[src/rtl/mem_access_arbiter.sv]
// Two-requester round-robin arbiter sequencing single-word
// transactions onto the bussystem CPU port, with watchdog.
module mem_access_arbiter #(
  parameter int TIMEOUT = 255,
  parameter int TW      = 8
) (
  input  logic        clk,
  input  logic        rst,
  input  logic        req0,
  input  logic        we0,
  input  logic [14:0] addr0,
  input  logic [31:0] wdata0,
  output logic        ack0,
  output logic        err0,
  output logic [31:0] rdata0,
  input  logic        req1,
  input  logic        we1,
  input  logic [14:0] addr1,
  input  logic [31:0] wdata1,
  output logic        ack1,
  output logic        err1,
  output logic [31:0] rdata1,
  output logic [14:0] bus_addr,
  output logic [31:0] bus_wdata,
  output logic        bus_w,
  output logic        bus_readstart,
  input  logic [31:0] bus_rdata,
  input  logic        bus_readrdy,
  input  logic        bus_saverdy,
  output logic        busy,
  output logic        grant
);

  typedef enum logic [1:0] {
    IDLE,
    ISSUE,
    WAIT,
    DONE
  } state_t;

  state_t          state_q, state_d;
  logic            last_q, last_d;
  logic            we_q, we_d;
  logic [TW-1:0]   timer_q, timer_d;
  logic            grant_d, busy_d;
  logic            bus_w_d, rs_d;
  logic            ack0_d, ack1_d;
  logic            err0_d, err1_d;
  logic [14:0]     addr_d;
  logic [31:0]     wdata_d;
  logic [31:0]     rdata0_d, rdata1_d;
  logic            rdy, tmo, pick, pick_we;
  logic [31:0]     cap;

  // Watched ready depends on direction; ties go away from last grant.
  assign rdy     = we_q ? bus_saverdy : bus_readrdy;
  assign tmo     = (timer_q == TW'(TIMEOUT - 1));
  assign pick    = (req0 && req1) ? ~last_q : req1;
  assign pick_we = pick ? we1 : we0;
  assign cap     = we_q ? 32'd0 : bus_rdata;

  // Next-state and next-output logic for every registered signal.
  always_comb begin
    state_d  = state_q;
    last_d   = last_q;
    we_d     = we_q;
    timer_d  = timer_q;
    grant_d  = grant;
    addr_d   = bus_addr;
    wdata_d  = bus_wdata;
    bus_w_d  = 1'b0;
    rs_d     = 1'b0;
    ack0_d   = 1'b0;
    ack1_d   = 1'b0;
    err0_d   = err0;
    err1_d   = err1;
    rdata0_d = rdata0;
    rdata1_d = rdata1;
    unique case (state_q)
      IDLE: begin
        if (req0 || req1) begin
          grant_d = pick;
          we_d    = pick_we;
          addr_d  = pick ? addr1 : addr0;
          wdata_d = pick ? wdata1 : wdata0;
          bus_w_d = pick_we;
          rs_d    = ~pick_we;
          state_d = ISSUE;
        end
      end
      ISSUE: begin
        timer_d = '0;
        state_d = WAIT;
      end
      WAIT: begin
        if (rdy || tmo) begin
          state_d = DONE;
          if (grant) begin
            ack1_d   = 1'b1;
            err1_d   = ~rdy;
            rdata1_d = rdy ? cap : 32'd0;
          end else begin
            ack0_d   = 1'b1;
            err0_d   = ~rdy;
            rdata0_d = rdy ? cap : 32'd0;
          end
        end else begin
          timer_d = timer_q + TW'(1);
        end
      end
      DONE: begin
        last_d  = grant;
        state_d = IDLE;
      end
      default: state_d = IDLE;
    endcase
    busy_d = (state_d != IDLE);
  end

  // State and all outputs registered; reset drops any transaction.
  always_ff @(posedge clk or negedge rst) begin
    if (!rst) begin
      state_q       <= IDLE;
      last_q        <= 1'b1;
      we_q          <= 1'b0;
      timer_q       <= '0;
      grant         <= 1'b0;
      busy          <= 1'b0;
      bus_addr      <= '0;
      bus_wdata     <= '0;
      bus_w         <= 1'b0;
      bus_readstart <= 1'b0;
      ack0          <= 1'b0;
      ack1          <= 1'b0;
      err0          <= 1'b0;
      err1          <= 1'b0;
      rdata0        <= '0;
      rdata1        <= '0;
    end else begin
      state_q       <= state_d;
      last_q        <= last_d;
      we_q          <= we_d;
      timer_q       <= timer_d;
      grant         <= grant_d;
      busy          <= busy_d;
      bus_addr      <= addr_d;
      bus_wdata     <= wdata_d;
      bus_w         <= bus_w_d;
      bus_readstart <= rs_d;
      ack0          <= ack0_d;
      ack1          <= ack1_d;
      err0          <= err0_d;
      err1          <= err1_d;
      rdata0        <= rdata0_d;
      rdata1        <= rdata1_d;
    end
  end

endmodule

[config.mk]
export PLATFORM = sky130hd
export DESIGN_NAME = mem_access_arbiter
export DESIGN_NICKNAME = d
export VERILOG_FILES = /design/src/rtl/mem_access_arbiter.sv
export SDC_FILE = /design/constraint.sdc
export NUM_CORES = 1
export LEC_CHECK = 0
export ABC_CLOCK_PERIOD_IN_PS = 1700
export CAP_MARGIN = 20
export CORE_AREA = 2 2 128 130
export CTS_CLUSTER_DIAMETER = 120
export DETAILED_ROUTE_END_ITERATION = 16
export DIE_AREA = 0 0 130 132
export PLACE_DENSITY_LB_ADDON = 0.25
export SLEW_MARGIN = 15
export SYNTH_ARGS = -nofsm -noshare
export SYNTH_HDL_FRONTEND = slang
export SYNTH_SLANG_ARGS = --single-unit
[constraint.sdc]
create_clock -name clk -period 1.7 [get_ports clk]
set_input_delay 0.51 -clock clk [delete_from_list [all_inputs] [get_ports clk]]
set_output_delay 0.51 -clock clk [all_outputs]
set_load 0.01 [all_outputs]
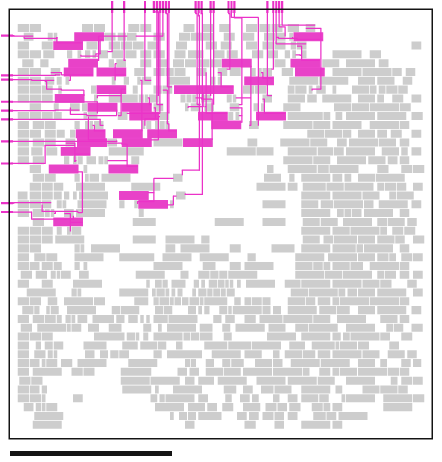
run_1/io_fan.png
Bar = 50 um.
magenta -> bus_wdata  # bits 32, direction output, edge 22 north, 10 west, end cells 32, buffers 32, wire 1290 um
port bufs: 252
Ports: 253

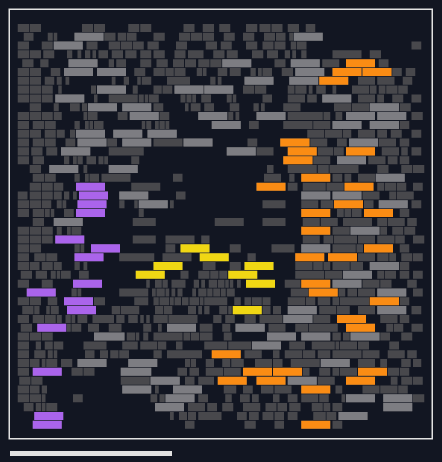
run_1/flops_by_reg.png
Bar = 50 um.
purple -> bus_addr  # sequential cells 15
orange -> rdata0  # sequential cells 32
yellow -> timer_q  # sequential cells 8, where center
not colored = 76
Final Util: 62.9%
register area: 3280 um2
Seq power: 5.03 mW
flop share of the area: 33.2%

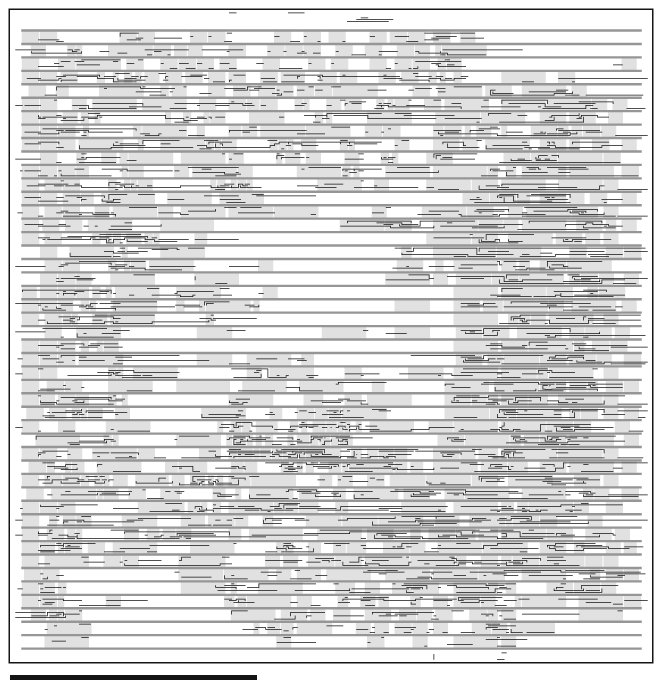
run_1/layer_met1.png
Bar = 50 um. Supply wires on this layer in gray. Cells faint in the background.
main direction = horizontal
wire length on this layer = 6980 um

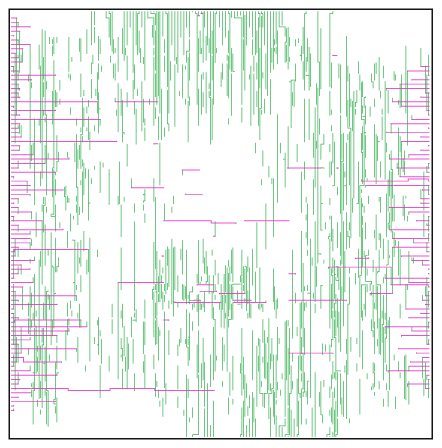
run_1/wires.png
Two of the layers only.
magenta -> metal 3  # wire length 1270 um
green -> metal 2  # wire length 7800 um
WL final: 16400 um
Via Count: 4658
GRT Resource Usage Total: 19.1%
wire per inst: 16.3 um

[run 1: timing repair]
item,4_1_cts,5_1_grt
gates resized,136,43
setup buffers,12,6
endpoints found under the setup margin,187,68
gates cloned,2,3
pin swaps,3,3
[run 1: report_power, final]
part           leakage (nW)  internal [mW]  total [mW]  switching, mW
Combinational          3.02           3.52        6.53           3.01
Clock                 0.305           2.60        3.90           1.30
Sequential             1.71           4.36        5.03          0.667
[run 1: cells by family (layout without fill, tap and decap cells)]
family	after synthesis	in the layout	share of synthesized area, %
fa+ha+maj	6	6	1.28
mux	118	118	23.5
xor+xnor	1	1	0.149
simple gates	110	111	9.20
flops	131	131	55.9
buf+inv	33	350	3.29
compound gates	69	69	6.66
[run 1: cell usage after synthesis, drive strengths merged (2+ instances only)]
master,n,area share [%]
a211oi,2,0.26
a21o,2,0.38
a21oi,5,0.43
a31oi,4,0.43
and2,32,3.4
and3,3,0.41
buf,12,1.9
clkbuf,14,0.90
dfrtp,130,55
ha,6,1.3
inv,7,0.45
mux2,66,15
mux2i,52,8.9
nand2,56,3.6
nand3,4,0.34
nand4,2,0.21
nor2,5,0.32
nor2b,2,0.21
o21ai,49,4.2
o32ai,2,0.30
[run 1: final timing paths]
path	endpoint	slack [ps]	depth (start not counted)
max	rdata1[3]	-150	8
min	rdata1[22]	30	1
max reg2reg	rdata1[3]	-150	8
min reg2reg	bus_wdata[26]	470	2
max in group asynchronous	last_q	1050	2
min in group clk	bus_wdata[26]	470	2
[run 1: sequential cells by signal, indices dropped and copies added (netlist names), 2 cells and up]
| name | cells |
|---|---|
| rdata1 | 32 |
| bus_wdata | 32 |
| bus_addr | 15 |
| state_q | 2 |
| rdata0 | 32 |
| timer_q | 8 |
[run 1: per-layer routing]
metal  vias to the layer above  routed length, um
li1                       2236                  -
met1                      2196               6980
met2                       205               7800
met3                        21               1270
met4                         0                310
met5                         -                  0
[run 1: cell type report]
type | count | area (um2)
inverters | 7 | 26.3
clock buffers | 23 | 488
fillers | 1239 | 5830
clock inverters | 8 | 149
flip-flops and latches | 131 | 3280
multi-input cells | 305 | 2610
well taps | 216 | 270
repair buffers | 312 | 3060
[run 1: critical path, stage by stage (launching register included)]
cell	delay (ps)
dfrtp_1	370
inv_2	60
ha_4	150
and3_4	150
a21o_4	220
and3_4	210
buf_12	140
buf_12	130
mux2_4	290
[run 1: cell usage in the layout, fill, tap and decap left out, types with 4 or more instances in the layout]
| cell type | instances |
|---|---|
| a21oi_1 | 5 |
| a31oi_1 | 4 |
| and2_1 | 32 |
| buf_12 | 14 |
| buf_4 | 38 |
| buf_6 | 6 |
| bufinv_16 | 4 |
| clkbuf_16 | 19 |
| clkbuf_8 | 4 |
| clkdlybuf4s50_1 | 130 |
| dfrtp_1 | 129 |
| dlygate4sd2_1 | 121 |
| inv_1 | 5 |
| mux2_2 | 6 |
| mux2_4 | 60 |
| mux2i_1 | 51 |
| nand2_1 | 55 |
| nand3_1 | 4 |
| nor2_1 | 5 |
| o21ai_0 | 48 |
==> flow_metrics.env, run 1 <==
# yosys + openroad results
export IMPL_status="complete, but fails checks"
export IMPL_violations="negative setup slack"
export IMPL_r2r_start="timer_q[0]"
export IMPL_cts_root_buffer_cell="clkbuf_16"
export IMPL_chip_area_um2=17200
export IMPL_grt_pass1_vias=4847
export IMPL_fin_crit_ps=1850
export IMPL_vias_per_cell=4.65
export IMPL_place_ws_ps=-703
export IMPL_initial_utilization_pct=37.3
export IMPL_cp_max_fo=5
export IMPL_enable_flop_cells=0
export IMPL_yosysWarnings=0
export IMPL_drv_cap=0
export IMPL_finalPower_mw=15.5
export IMPL_tightest_slew_ps=409
export IMPL_cts_buffers=17
export IMPL_final_cells=1002
export IMPL_grt_ovfl_total=0
export IMPL_finalHoldViolCount=0
export IMPL_ys_area_um2=5860
export IMPL_antenna_cells=0
export IMPL_layout_setup_ws_ps=-147
export IMPL_startpoint="timer_q[0]"
export IMPL_endpoint_kind="flop"
export IMPL_core_area_um2=15700
export IMPL_finalSetupViolCount=63
export IMPL_syn2layout_area_growth_pct=68.6
export IMPL_top_usage_layer="met2"
export IMPL_die_x_um=130
export IMPL_nNetsFinal=914
export IMPL_fin_crit_sh_pct=109
export IMPL_cts_tree="done"
export IMPL_power_leakage_nw=5.03
export IMPL_rsz0062_at_grt="yes"
export IMPL_dpl_hpwl_um=11400
export IMPL_postCtsHoldBufs=0
export IMPL_fp_nets=608
export IMPL_ys_types=40
export IMPL_power_density_nw_per_um2=1560
export IMPL_final_area_um2=9880
export IMPL_grt_max_degree=65
export IMPL_whs_ps=26.1
==> run 2: changes to the inputs <==
CTS_CLUSTER_SIZE = 28   (was unset)
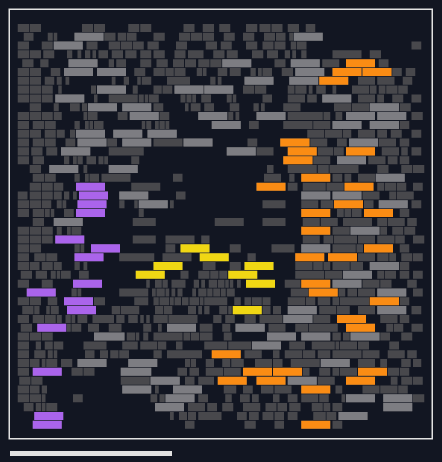
run_2/flops_by_reg.png
Bar = 50 um.
yellow -> timer_q  # sequential cells 8, where center
purple -> bus_addr  # sequential cells 15
orange -> rdata0  # sequential cells 32

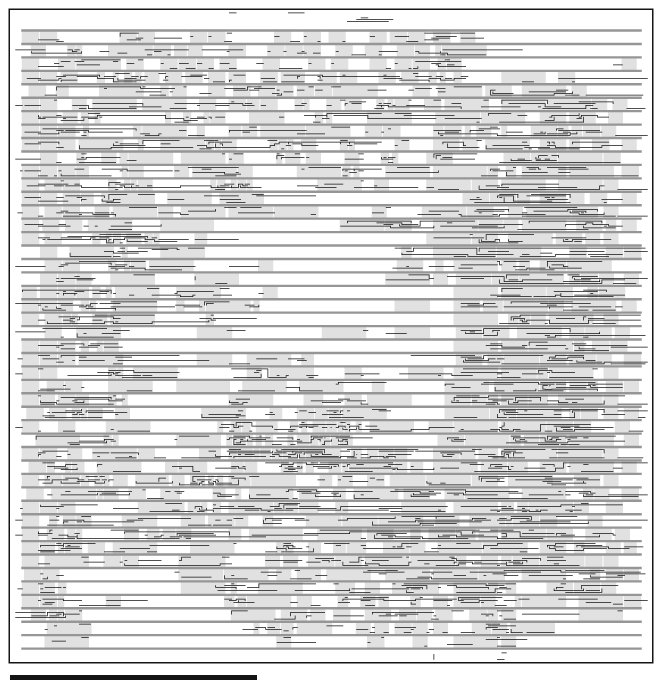
run_2/layer_met1.png
Bar = 50 um. Supply wires on this layer in gray. Cells faint in the background.
share of all routed wire = 43%
main direction = horizontal

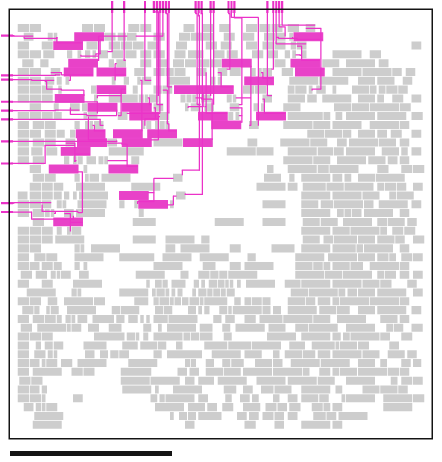
run_2/io_fan.png
Bar = 50 um.

==> run 2 against run 1 <==
The flow still finishes with violations (negative setup slack). Non-clock buffer count stayed put. Clock skew stayed put. Cell area stayed put. Wire length stayed put. Total power stayed put. Maximum frequency stayed put. Combinational power hardly changed. Count of clock-buffer cells in the layout stayed put. Largest power group unchanged.
==> flow_metrics.env, run 2 <==
# yosys + openroad results
export IMPL_final_cells=1002
export IMPL_syn2layout_area_growth_pct=68.6
export IMPL_nFillCells=1239
export IMPL_drv_cap=0
export IMPL_netlist_area_leader_share_pct=55.5
export IMPL_finalSetupViolCount=63
export IMPL_grt_ovfl_total=0
export IMPL_lay_top_cells="130 x clkdlybuf4s50_1, 129 x dfrtp_1, 121 x dlygate4sd2_1"
export IMPL_chip_area_um2=17200
export IMPL_core_area_um2=15700
export IMPL_status="complete, but fails checks"
export IMPL_fp_nets=608
export IMPL_finalHoldViolCount=0
export IMPL_endpoint_kind="flop"
export IMPL_postCtsHoldBufs=0
export IMPL_layout_setup_ws_ps=-147
export IMPL_r2r_cells=8
export IMPL_r2r_start="timer_q[0]"
export IMPL_power_leakage_nw=5.03
export IMPL_violations="negative setup slack"
export IMPL_initial_utilization_pct=37.3
export IMPL_enable_flop_cells=0
export IMPL_wirelength_um=16400
run 2: cells by family (layout without fill, tap and decap cells):
group | count (synthesis) | after routing | share of synthesized area (%)
flip-flops | 131 | 131 | 55.9
buffers and inverters | 33 | 350 | 3.29
AND/OR/NAND/NOR | 110 | 111 | 9.20
AND-OR/OR-AND | 69 | 69 | 6.66
multiplexers | 118 | 118 | 23.5
XOR/XNOR | 1 | 1 | 0.149
adder cells (fa/ha/maj) | 6 | 6 | 1.28
run 2: where the power goes:
group / internal [mW] / switching, mW / leakage (nW)
Clock: 2.60 / 1.30 / 0.305
Sequential: 4.36 / 0.667 / 1.71
Combinational: 3.52 / 3.01 / 3.02
run 2: routing by layer:
| layer | vias to the layer above | GRT usage, % | wire length, um | part of all wire [%] |
|---|---|---|---|---|
| met5 | - | 0 | 0 | 0 |
| met4 | 0 | 7.17 | 310 | 1.9 |
| met3 | 21 | 6.25 | 1270 | 7.8 |
| met2 | 205 | 30.4 | 7800 | 48 |
| met1 | 2196 | 24.0 | 6980 | 43 |
| li1 | 2236 | - | - | - |
run 2: worst min path at each step:
stage	from	to	slack, ps
after detailed placement	rst	rdata1[22]	470
after CTS	rst	rdata1[22]	20
after global placement	rst	rdata1[23]	460
after global routing	rst	rdata1[22]	40
after floorplan	rst	ack0	210
final	rst	rdata1[22]	30
run 2: timing repair:
| item | 4_1_cts | 5_1_grt |
|---|---|---|
| buffers inserted | 12 | 6 |
| cloned | 2 | 3 |
| endpoints found under the setup margin | 187 | 68 |
| pin swaps | 3 | 3 |
| gates resized | 136 | 43 |
run 2: final cells by class:
type	instances	area, um2	share of cell area [%]
timing repair buffer	312	3060	31.0
multi-input combinational	305	2610	26.4
sequential	131	3280	33.2
inverter	7	26.3	0.266
tap	216	270	2.73
clock inverter	8	149	1.51
clock buffer	23	488	4.94
run 2: stage by stage:
step                hold WS, ps  cell area, um2  util (%)
global route               41.5            9880      62.9
detailed placement          469            8930      56.8
CTS                        18.6            9640      61.3
floorplan                   214            5880         -
global placement            462            8930      56.8
finish                     26.1            9880      62.9
run 2: critical path, stage by stage (launching register included):
cell and delay, ps:
dfrtp_1 370, inv_2 60, ha_4 150, and3_4 150, a21o_4 220, and3_4 210, buf_12 140, buf_12 130
mux2_4 290
==> run 3: changes to the inputs <==
GPL_ROUTABILITY_DRIVEN = 0   (was unset)
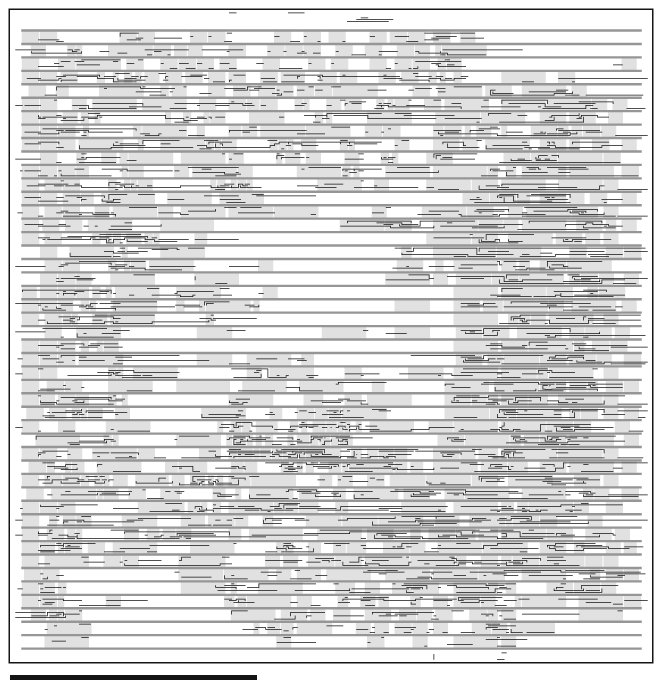
run_3/layer_met1.png
Bar = 50 um. Supply wires on this layer in gray. Cells faint in the background.
met1 usage: 24.0%

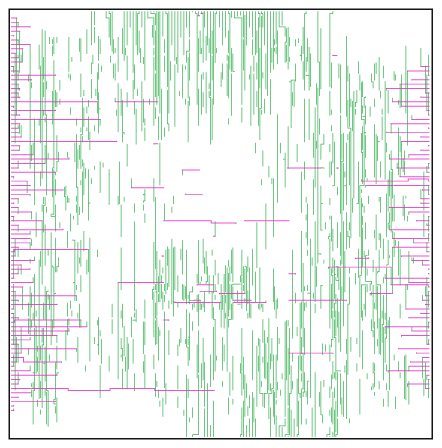
run_3/wires.png
Two of the layers only.
green -> metal 2  # wire length 7800 um
magenta -> metal 3  # wire length 1270 um

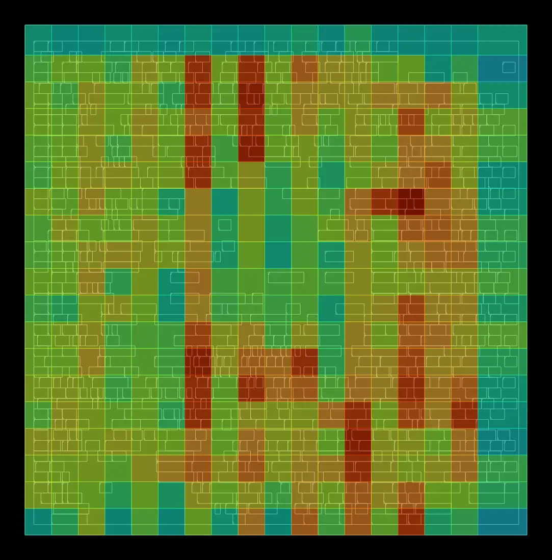
run_3/congestion.png
Top Usage Layer GRT: met2
GR met3 Demand/Resource: 6.25%
M2 GR Usage: 30.4%

==> run 3 against run 2 <==
First-iteration DRC count unchanged. The flow still finishes with violations (negative setup slack). Non-clock buffer count is the same. Sequential power is essentially flat. Wire length stayed put. Die size stayed put. Flip-flop count unchanged. Clock power about the same. Sequential share of layout area did not move. Largest cell class unchanged. Global-route usage is the same.
==> flow_metrics.env, run 3 <==
# yosys + openroad results
export IMPL_status="complete, but fails checks"
export IMPL_violations="negative setup slack"
export IMPL_synth_simple_area_share_pct=9.20
export IMPL_grt_pass1_vias=4847
export IMPL_core_area_um2=15700
export IMPL_aoi_share_pct=6.66
export IMPL_netlist_area_leader_share_pct=55.5
export IMPL_cts_root_buffer_cell="clkbuf_16"
export IMPL_chip_area_um2=17200
export IMPL_cts_tree="done"
export IMPL_synthTopCellsByCount="130 x dfrtp_1, 56 x nand2_1, 52 x mux2i_1"
export IMPL_netlist_top_cell_by_instances="dfrtp_1"
export IMPL_die_x_um=130
export IMPL_initial_utilization_pct=37.3
export IMPL_wirelength_um=16400
export IMPL_power_density_nw_per_um2=1560
export IMPL_finalPower_mw=15.5
export IMPL_lay_top_count="clkdlybuf4s50_1"
export IMPL_mux_share_pct=23.5
export IMPL_drv_cap=0
export IMPL_ys_top_logic_family="multiplexers"
export IMPL_vias_per_cell=4.65
export IMPL_r2r_cells=8
export IMPL_antenna_cells=0
export IMPL_finalSetupViolCount=63
export IMPL_regToRegEndpoint="rdata1[3]"
export IMPL_rsz0062_at_grt="yes"
export IMPL_syn2layout_area_growth_pct=68.6
export IMPL_postCtsHoldBufs=0
export IMPL_layout_setup_ws_ps=-147
export IMPL_grt_usage_pct=19.1
export IMPL_io_pins=253
export IMPL_ys_sh_xor_pct=0.149
export IMPL_enable_flop_cells=0
export IMPL_tightest_slew_ps=409
export IMPL_endpoint_kind="flop"
export IMPL_fin_crit_ps=1850
export IMPL_dpl_hpwl_um=11400
export IMPL_top_regs="bus_wdata (32), rdata0 (32), rdata1 (32)"
export IMPL_finalCoreUtilization_pct=62.9
export IMPL_ys_area_um2=5860
export IMPL_vias=4658
-- run 3: cell counts after synthesis --
Identical to the previous run, type by type.
-- run 3: logic make-up (layout without fill, tap and decap cells) --
group / Yosys count / in the layout
adders and majority gates: 6 / 6
and+or+nand+nor: 110 / 111
xor gates and xnor gates: 1 / 1
DFF: 131 / 131
buffers and inverters: 33 / 350
muxes: 118 / 118
AOI/OAI and AO/OA: 69 / 69
-- run 3: per-stage QoR --
stage                     instances  hold WS [ps]  instance area, um2
final                          1002          26.1                9880
after global routing           1002          41.5                9880
after CTS                       995          18.6                9640
after detailed placement        950           469                8930
after global placement          950           462                8930
after floorplan                 468           214                5880
-- run 3: cell type report --
type / count / area [um2] / share of cell area [%]
Clock inverter: 8 / 149 / 1.51
Clock buffer: 23 / 488 / 4.94
Timing Repair Buffer: 312 / 3060 / 31.0
Inverter: 7 / 26.3 / 0.266
Tap cell: 216 / 270 / 2.73
Multi-Input combinational cell: 305 / 2610 / 26.4
Sequential cell: 131 / 3280 / 33.2
-- run 3: how the worst max path moves through the flow --
| stage | slack [ps] | startpoint | end | depth (start not counted) |
|---|---|---|---|---|
| 2_1_floorplan | -160 | bus_readrdy | rdata1[0] | 6 |
| 3_3_place_gp | -660 | bus_readrdy | rdata1[16] | 5 |
| 3_5_place_dp | -700 | bus_readrdy | rdata1[15] | 5 |
| 4_1_cts | -160 | timer_q[0] | rdata1[3] | 8 |
| 5_1_grt | -180 | timer_q[0] | rdata1[2] | 8 |
| 6_report | -150 | timer_q[0] | rdata1[3] | 8 |
-- run 3: routing by layer --
layer / vias up / GRT usage [%] / wire length [um]
met5: - / 0 / 0
met4: 0 / 7.17 / 310
met3: 21 / 6.25 / 1270
met2: 205 / 30.4 / 7800
met1: 2196 / 24.0 / 6980
li1: 2236 / - / -
-- run 3: critical path, cell delays in order (launching register included) --
cell and delay (ps):
dfrtp_1 370, inv_2 60, ha_4 150, and3_4 150
a21o_4 220, and3_4 210, buf_12 140, buf_12 130
mux2_4 290
-- run 3: where the power goes --
group          internal, mW  leakage (nW)  switching [mW]
clock network          2.60         0.305            1.30
registers              4.36          1.71           0.667
logic                  3.52          3.02            3.01
-- run 3: repair_timing --
item,in CTS,in global routing
gates cloned,2,3
gates resized,136,43
endpoints found under the setup margin,187,68
buffers inserted,12,6
pin swaps,3,3
Power and IR drop assume default switching activity.
